==> src/rtl/inst_fetch_pkg.sv <==
// Shared types and helpers for the LoongArch-32 instruction fetch stage.
package inst_fetch_pkg;

  localparam int unsigned WORD = 32;

  typedef logic [WORD-1:0] word_t;

  localparam word_t RESET_PC_DEFAULT = 32'h1C00_0000;

  typedef struct packed {
    word_t pc;
    word_t inst;
  } fq_entry_t;

  function automatic word_t word_align(word_t a);
    return a & ~word_t'(3);
  endfunction

endpackage

==> src/rtl/inst_fetch_fifo.sv <==
// Registered {pc, inst} fetch queue with push, pop, flush and occupancy count.
module inst_fetch_fifo
  import inst_fetch_pkg::*;
#(
  parameter int unsigned DEPTH = 4
) (
  input  logic                         clk,
  input  logic                         rstn,
  input  logic                         flush_i,
  input  logic                         push_i,
  input  logic [31:0]                  push_pc_i,
  input  logic [31:0]                  push_inst_i,
  input  logic                         pop_i,
  output logic [31:0]                  head_pc_o,
  output logic [31:0]                  head_inst_o,
  output logic [$clog2(DEPTH+1)-1:0]   count_o
);

  localparam int unsigned PW = $clog2(DEPTH);
  localparam int unsigned CW = $clog2(DEPTH + 1);

  fq_entry_t        mem_q [DEPTH];
  logic [PW-1:0]    rd_ptr_q;
  logic [PW-1:0]    wr_ptr_q;
  logic [CW-1:0]    count_q;

  // Storage is cleared on reset so the head reads as zero before first use.
  always_ff @(posedge clk or negedge rstn) begin
    if (!rstn) begin
      for (int i = 0; i < int'(DEPTH); i++) begin
        mem_q[i] <= '0;
      end
      rd_ptr_q <= '0;
      wr_ptr_q <= '0;
      count_q  <= '0;
    end else if (flush_i) begin
      rd_ptr_q <= '0;
      wr_ptr_q <= '0;
      count_q  <= '0;
    end else begin
      if (push_i) begin
        mem_q[wr_ptr_q] <= '{pc: push_pc_i, inst: push_inst_i};
        wr_ptr_q        <= wr_ptr_q + PW'(1);
      end
      if (pop_i) begin
        rd_ptr_q <= rd_ptr_q + PW'(1);
      end
      count_q <= count_q + CW'(push_i) - CW'(pop_i);
    end
  end

  assign head_pc_o   = mem_q[rd_ptr_q].pc;
  assign head_inst_o = mem_q[rd_ptr_q].inst;
  assign count_o     = count_q;

endmodule

==> src/rtl/inst_fetch.sv <==
// Fetch stage: owns the PC, issues in-order word requests, buffers responses
// for decode and discards stale in-flight responses after a redirect.
module inst_fetch
  import inst_fetch_pkg::*;
#(
  parameter logic [31:0] RESET_PC = RESET_PC_DEFAULT,
  parameter int unsigned FQ_DEPTH = 4
) (
  input  logic        clk,
  input  logic        rstn,
  output logic        imem_req,
  output logic [31:0] imem_addr,
  input  logic        imem_gnt,
  input  logic        imem_rvalid,
  input  logic [31:0] imem_rdata,
  input  logic        redirect_valid,
  input  logic [31:0] redirect_pc,
  output logic        id_valid,
  input  logic        id_ready,
  output logic [31:0] id_pc,
  output logic [31:0] id_inst
);

  localparam int unsigned CW = $clog2(FQ_DEPTH + 1);
  localparam word_t       PC_RST = word_align(RESET_PC);

  word_t          pc_q, pc_d;
  word_t          resp_pc_q, resp_pc_d;
  logic [CW-1:0]  inflight_q, inflight_d;
  logic [CW-1:0]  discard_q, discard_d;
  logic [CW-1:0]  count;
  logic [CW:0]    occupancy;
  word_t          target_pc;
  logic           grant;
  logic           push;
  logic           pop;

  assign target_pc = word_align(redirect_pc);
  assign occupancy = {1'b0, inflight_q} + {1'b0, count};

  // Request depends only on registered counts, redirect and reset.
  assign imem_req  = rstn & ~redirect_valid & (occupancy < (CW+1)'(FQ_DEPTH));
  assign imem_addr = pc_q;
  assign grant     = imem_req & imem_gnt;

  assign push     = imem_rvalid & ~redirect_valid & (discard_q == '0);
  assign id_valid = (count != '0) & ~redirect_valid;
  assign pop      = id_valid & id_ready;

  always_comb begin
    pc_d       = pc_q;
    resp_pc_d  = resp_pc_q;
    discard_d  = discard_q;
    inflight_d = inflight_q + CW'(grant) - CW'(imem_rvalid);
    if (redirect_valid) begin
      pc_d      = target_pc;
      resp_pc_d = target_pc;
      // Already-discarded responses are a subset of inflight, so every
      // outstanding response becomes stale exactly once.
      discard_d = inflight_q - CW'(imem_rvalid);
    end else begin
      if (grant) begin
        pc_d = pc_q + 32'd4;
      end
      if (push) begin
        resp_pc_d = resp_pc_q + 32'd4;
      end
      if (imem_rvalid && (discard_q != '0)) begin
        discard_d = discard_q - CW'(1);
      end
    end
  end

  always_ff @(posedge clk or negedge rstn) begin
    if (!rstn) begin
      pc_q       <= PC_RST;
      resp_pc_q  <= PC_RST;
      inflight_q <= '0;
      discard_q  <= '0;
    end else begin
      pc_q       <= pc_d;
      resp_pc_q  <= resp_pc_d;
      inflight_q <= inflight_d;
      discard_q  <= discard_d;
    end
  end

  inst_fetch_fifo #(
    .DEPTH (FQ_DEPTH)
  ) u_fifo (
    .clk         (clk),
    .rstn        (rstn),
    .flush_i     (redirect_valid),
    .push_i      (push),
    .push_pc_i   (resp_pc_q),
    .push_inst_i (imem_rdata),
    .pop_i       (pop),
    .head_pc_o   (id_pc),
    .head_inst_o (id_inst),
    .count_o     (count)
  );

endmodule
==> config.mk <==
export PLATFORM = sky130hd
export DESIGN_NAME = inst_fetch
export DESIGN_NICKNAME = d
export VERILOG_FILES = /design/src/rtl/inst_fetch_pkg.sv /design/src/rtl/inst_fetch_fifo.sv /design/src/rtl/inst_fetch.sv
export SDC_FILE = /design/constraint.sdc
export NUM_CORES = 1
export LEC_CHECK = 0
export CAP_MARGIN = 40
export CELL_PAD_IN_SITES_DETAIL_PLACEMENT = 1
export CELL_PAD_IN_SITES_GLOBAL_PLACEMENT = 1
export CORE_MARGIN = 3
export CORE_UTILIZATION = 50
export CTS_BUF_LIST = sky130_fd_sc_hd__clkbuf_16
export CTS_CLUSTER_SIZE = 8
export DETAILED_ROUTE_END_ITERATION = 12
export HOLD_SLACK_MARGIN = 0.15
export PLACE_DENSITY_LB_ADDON = 0.3
export SYNTH_ARGS = -nofsm -noshare
export SYNTH_HDL_FRONTEND = slang
export SYNTH_SLANG_ARGS = --single-unit
==> constraint.sdc <==
create_clock -name clk -period 5.72 [get_ports clk]
set_input_delay 1.43 -clock clk [delete_from_list [all_inputs] [get_ports clk]]
set_output_delay 1.43 -clock clk [all_outputs]
set_load 0.01 [all_outputs]
run_1/layers.png
Only two layers are drawn.
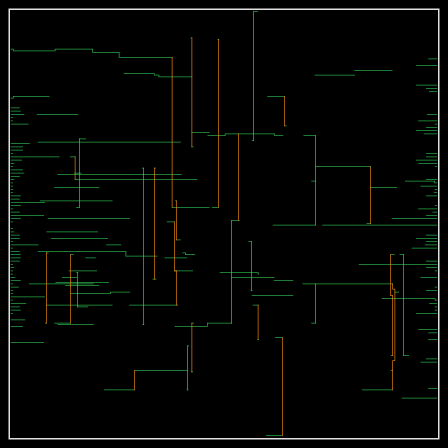
layer	colour	wire length
M3	green	1660 µm
M4	orange	928 µm
WL/cell: 23.0 µm
global-route total usage across every layer: 24.1%
total via count in the routed design: 9573
Routed WL: 37200 µm

run_1/clock_wires.png
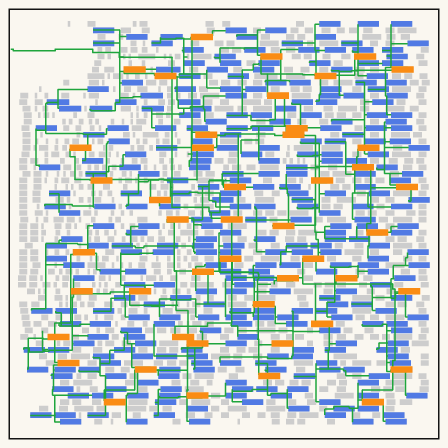
[flip-flops] blue | count: 321
[clock wires] green | length: 4200 µm
[clock-net drivers] orange | count: 46
flops lie	spread over the die
routed clock nets	47
Final Skew: 0.0176 ns
Clock group: 2380 µW

==> results.txt, run 1 <==
Synthesis and PnR results.

- The most crowded layer after global routing is met2.
- The total of endpoints with negative setup slack in the final report reads 0.
- The number of signal-net inverters in the final layout is 20.
- The required time at the endpoint of the critical path reads 4.29 ns.
- The detail route stage leaves a number of antenna-violating nets equal to 0.
- The logic share of the area is 35.7%.
- The total clock buffers created by CTS reads 46.
- During I/O placement, the number of pins put on the boundary was 168.
- Sequential cells make up 44.4% of the cell area.
- The count of unresolved DRC violations after routing reads 0.
- The internal power of the cells totals 5730 µW.
- Per the detail_route log, met3 wirelength is 1660 µm.
- The multiplexer fraction of the synthesized cell area is 29.1%.
- The capturing element of the worst setup path reads id_inst[17].
- The net load switching power reads 2290 µW.
- The global-route track usage on met1 reads 32.7%.
- The top cell type's share of synthesized area is 53.0%.
- The buffers inserted during post-CTS setup optimization is 0.
- The number of antenna violations at the first check in global routing reads 0.
- The worst setup path is launched from a register.
- Counting only logic cells after layout, the most numerous master is sky130_fd_sc_hd__dfrtp_1.
- The post-layout total power is 8020 µW.
- The power in combinational cells reads 2390 µW.
- The run finished with clean final reports.
- The number of hold buffers added after CTS reads 0.
- The top contributor to total power is sequential cells.
- The clock passes through at most 3 buffers.
- The iteration count of the initial detailed-routing pass reads 4.
- The non-clock buffer instance count of the final layout is 178.
- Among all cell classes, the greatest summed area belongs to flip-flops and latches.
- The detailed placement HPWL reads 23600 µm.
- The number of synthesized flops with an enable pin is 0.
- The instance area at placement reads 0.0169 mm².
- The filler cell count in the final layout reads 2731.
- The number of flip-flops in the largest register reads 248.
run_1/class_map.png
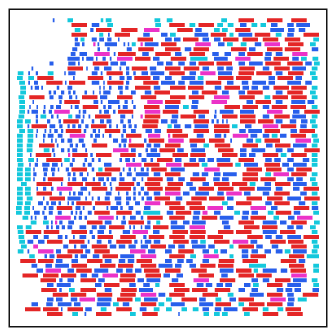
class	colour	cells	share of their area
clock drivers and dummy loads	magenta	57	7.0%
sequential cells	red	321	46%
remaining logic cells	blue	678	37%
remaining buffers and delay cells	cyan	178	10%

run_1/pinout.png
Pins as bars across the die edge, other pins in grey.
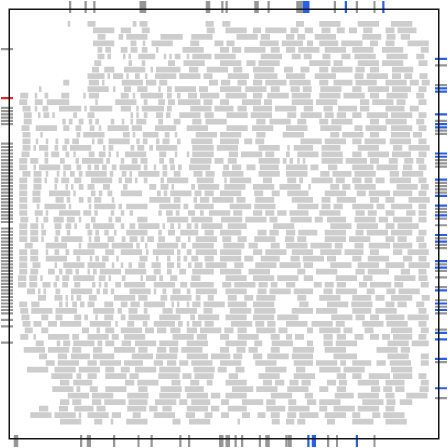
port	colour	pins	direction	edge
id_inst	blue	32	output	23 east, 5 north, 4 south
imem_rvalid	red	1	input	west

run_1/congestion_map.png
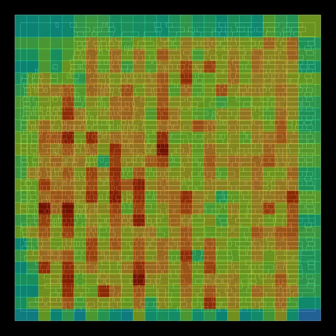

==> run 1 -> run 2 <==
--- a/config.mk
+++ b/config.mk
@@ -9,7 +9,7 @@
 export CELL_PAD_IN_SITES_DETAIL_PLACEMENT = 1
 export CELL_PAD_IN_SITES_GLOBAL_PLACEMENT = 1
 export CORE_MARGIN = 3
-export CORE_UTILIZATION = 50
+export CORE_UTILIZATION = 47
 export CTS_BUF_LIST = sky130_fd_sc_hd__clkbuf_16
 export CTS_CLUSTER_SIZE = 8
 export DETAILED_ROUTE_END_ITERATION = 12
==> constraint.sdc (replaced) <==
create_clock -name clk -period 4.4 [get_ports clk]
set_input_delay 1.1 -clock clk [delete_from_list [all_inputs] [get_ports clk]]
set_output_delay 1.1 -clock clk [all_outputs]
set_load 0.01 [all_outputs]
run_2/congestion_map.png
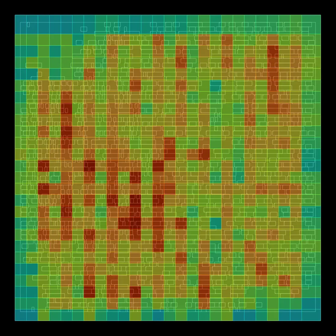
busiest grt layer: met2
met3 Use GR: 4.39%
met2 routing resource usage after global routing: 38.4%
WL/cell: 23.1 µm

run_2/class_map.png
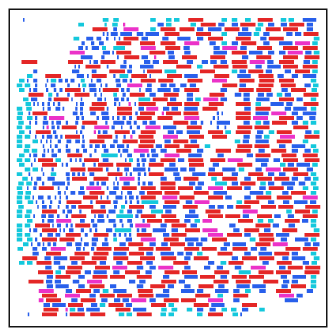
class	colour	cells	share of their area
remaining logic cells	blue	678	37%
clock drivers and dummy loads	magenta	57	6.9%
sequential cells	red	321	45%
remaining buffers and delay cells	cyan	180	11%
count of standard-cell rows: 64
Final Core Density: 58.9%

==> run 2 against run 1 <==
  * Critical path depth stayed put
  * Global-route usage down 1.5 points
  * Total power grew 30%
  * Final cell count rose by 0.87%
  * Sequential share of layout area is 0.24 points lower
  * Highest routed layer is now met5
  * Synthesized cell count unchanged
  * Register-to-register slack lost 0.75 ns
  * Sequential power up 29%
  * Sequential cell count unchanged
  * Area after synthesis stayed put
  * Core utilization is 3.5 points lower
  * Non-clock buffer count increased by 2
==> results.txt, run 2 <==
Synthesis and PnR results.

- The count of unresolved DRC violations after routing reads 0.
- The area fraction of the largest cell type after synthesis is 53.0%.
- Looking at the max-slew report, the worst-margin pin has a slew of 1.00 ns.
- The post-route standard cell area excluding fillers is 0.0182 mm².
- Sequential cells burn 40.2% of the power.
- The final antenna-violating net count is 0.
- Summed over all layers, the global routing overflow is 0.
- The critical path's largest stage delay reads 0.77 ns.
- The beginning of the worst register-to-register path is inflight_q[2].
- The clock network power consumption reads 3090 µW.
- The smallest setup slack after layout is 0.586 ns.
- Across the routed clock network, the largest skew measured is 0.0259 ns.
- The routability congestion estimate is 0.799.
- For reference, XOR and XNOR gates occupy 2.53% of the area reported after synthesis.
- The arrival time of data at the critical path endpoint is 2.71 ns.
- At the worst endpoint, the required time is 3.30 ns.
- The number of global-route vias before repair is 10882.
- Summing over every cut layer, the via total after detailed routing is 9538.
- Yosys reports the multiplexer fraction of the synthesized area as 29.1%.
- From the final report, the count of setup violators was given as 0.
- The sum of met3 wire segment lengths after detailed routing is 2050 µm.
- Looking at the worst setup and hold paths, the clock pins of their registers show a slew of 0.05 ns.
- The net load switching power reads 3000 µW.
- The flip-flop and latch share of the layout cell area reads 44.2%.
- The flow ran to the end, and the final reports show no timing, DRC or antenna violations.
- The wire-length estimate of the detail-placed layout is 23700 µm.
- Global routing used 22.7% of the available tracks.
- The total clock buffers created by CTS is 46.
- Per the synthesis report, the number of distinct cell types is 51.
- The clock buffer and inverter area fraction after layout reads 6.73%.
- The type of element launching the critical path reads a register.
- In this design, the largest share of critical-path delay is due to buffers and inverters.
- The met2 wire length reads 18500 µm.
- The number of buffer cells added on primary ports reads 161.
- The highest layer used for signal routing is met5.
- The met1 wire length reads 16200 µm.
- The shortest clock period the worst path allows after layout is 3.81 ns.
- The wire length of the first global-routing pass reads 60900 µm.
- The primary flip-flop cell chosen by synthesis mapping reads sky130_fd_sc_hd__dfrtp_1.
- Counting only logic cells after layout, the most numerous master is sky130_fd_sc_hd__dfrtp_1.
- Summing all placed instances gives a cell area of 0.0170 mm².
- The number of flip-flops in the largest register reads 248.
- The number of hold buffers added after CTS is 0.
- The count of synthesis-stage warnings from yosys is 0.
- The per-cell via count in the routed design reads 5.84.
- The number of cells after detailed placement is 1575.
- The cell-internal power is 7420 µW.
- The max-capacitance violation count is 0.
- The layout has 180 buffers outside the clock class.
- The number of antenna violations at the first check in global routing reads 1.
- The count of cell instances traversed by the critical path is 3.
- The global-route track usage on met1 is 30.1%.
- The number of synthesized flops with an enable pin reads 0.
- The floorplan die area reads 0.0338 mm².
- The proportion of final cell area spent on non-clock buffers reads 10.5%.
- The buffers inserted during post-CTS setup optimization reads 0.
- The final number of max-transition violations reads 0.
- The top contributor to total power is sequential cells.
- Ranked by flip-flop count, first place goes to u_fifo.mem_q.
- The number of ports placed on the die boundary reads 168.
- The total area inside the core boundary comes to 0.0309 mm².
- The detailed-route wire length is 37700 µm.
- The number of signal-net inverters in the final layout reads 20.
- The class occupying the most area after layout is reported as flip-flops and latches.
- Summing internal, switching and leakage power gives 10400 µW.
- The reported sequential group power is 4180 µW.
- The power in combinational cells reads 3140 µW.
- The iteration count of the initial detailed-routing pass is 4.
- The yosys stat cell total reads 1063.
- The vertical die dimension is 184 µm.
- In this run the worst setup path terminates at id_pc[19].
- The accumulated negative setup slack is 0 ns.
- The sequential fraction of the synthesis area is 54.0%.
- Fill cells in the final layout number 2945.
- The area occupied by multi-input gates is 0.00647 mm².
- Across the whole layout, multi-input logic makes up 35.5% of the cell area.
- After synthesis the netlist holds a flip-flop and latch count of 321.
- The mapped cell area is 0.0149 mm².
- Looking at the clock tree report, the maximum root-to-sink buffer count equals 3.
==> run 2 -> run 3 <==
--- a/config.mk
+++ b/config.mk
@@ -15,6 +15,7 @@
 export DETAILED_ROUTE_END_ITERATION = 12
 export HOLD_SLACK_MARGIN = 0.15
 export PLACE_DENSITY_LB_ADDON = 0.3
+export SKIP_CTS_REPAIR_TIMING = 1
 export SYNTH_ARGS = -nofsm -noshare
 export SYNTH_HDL_FRONTEND = slang
 export SYNTH_SLANG_ARGS = --single-unit
run_3/class_map.png
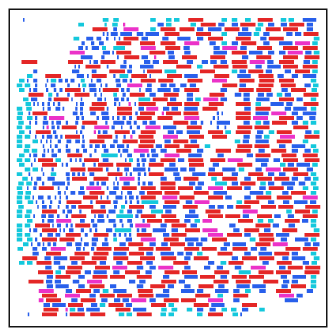
post-route cell area: 0.0182 mm²
area of the placeable core: 0.0309 mm²
flop share of the area: 44.2%

==> run 3 against run 2 <==
  * Count of clock-buffer cells in the layout unchanged
  * Worst hold slack unchanged
  * Wire length did not move
  * Highest routed layer unchanged
  * Largest power group unchanged
  * Register-to-register slack hardly changed
==> results.txt, run 3 <==
Synthesis and PnR results.

- During I/O placement, the number of pins put on the boundary was 168.
- The proportion of final cell area spent on non-clock buffers is 10.5%.
- The floorplan die area reads 0.0338 mm².
- The reported sequential group power reads 4180 µW.
- The most crowded layer after global routing is met2.
- The number of synthesized flops with an enable pin is 0.
- The post-layout total power reads 10400 µW.
- The met2 track demand over resource in global routing reads 38.4%.
- The beginning of the worst register-to-register path reads inflight_q[2].
- The required time at the endpoint of the critical path is 3.30 ns.
- The number of signal-net inverters in the final layout reads 20.
- The number of cells after detailed placement reads 1575.
- The wire length of the first global-routing pass is 60900 µm.
- The logic share of the area reads 35.5%.
- The run finished with clean final reports.
- After detailed routing, the met3 layer carries 2050 µm of wire.
- Dividing the detail-routed via count by the number of cells gives 5.84.
- The primary flip-flop cell chosen by synthesis mapping reads sky130_fd_sc_hd__dfrtp_1.
- The deepest clock path buffer count reads 3.
- The register with the most flip-flops in the layout has 248 of them.
- The count of synthesis-stage warnings from yosys reads 0.
- Cell internal power was estimated by the tool at 7420 µW.
- Input and output buffers added on the ports amount to 161.
- The largest register by flop count reads u_fifo.mem_q.
- The count of vias placed by the detailed router reads 9538.
- Yosys stat counts 1063 cells in the synthesized netlist.
- At the worst endpoint, the arrival time is 2.71 ns.
- The core occupancy in the finished layout is 58.9%.
- Per the detail_route report, routed wire per instance is 23.1 µm.
- Per the TritonCTS log, the buffer count is 46.
- The clock buffer and inverter area fraction after layout is 6.73%.
- The dominant logic cell type in the layout reads sky130_fd_sc_hd__dfrtp_1.
- The number of distinct library cell variants in the gate-level netlist after synthesis is 51.
- Per Yosys stat, the portion of area used by sequential elements is 54.0%.
- The clock-pin transition on the worst setup and hold timing paths is 0.05 ns.
- The capturing element of the worst setup path reads id_pc[19].
- The routability congestion estimate reads 0.799.
- The met1 wire length is 16200 µm.
- The final global-route overflow total is 0.
- The number of register bits inferred by synthesis reads 321.
- The report lists the number of standard-cell rows as 64.
- The parity-gate share of the synthesized area counting xor and xnor cells is 2.53%.
- The family with the most delay on the worst path reads buffers and inverters.
- In the global route stage, overall resource usage came out at 22.7%.
- Multiplexer cells account for 29.1% of the synthesized area.
- The critical path's largest stage delay reads 0.77 ns.
- The die is 184 µm tall.
run_3/clock_wires.png
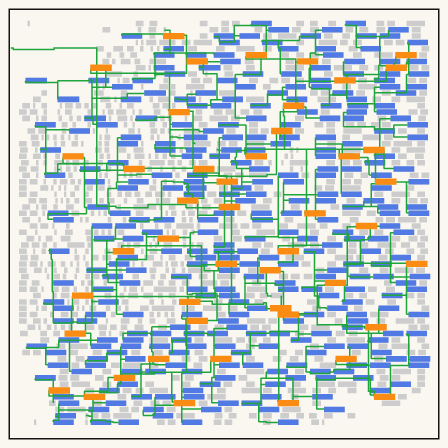
[clock-net drivers] orange | count: 46
[clock wires] green | length: 4410 µm
[flip-flops] blue | count: 321
routed clock nets	47

Power and IR drop assume default switching activity.
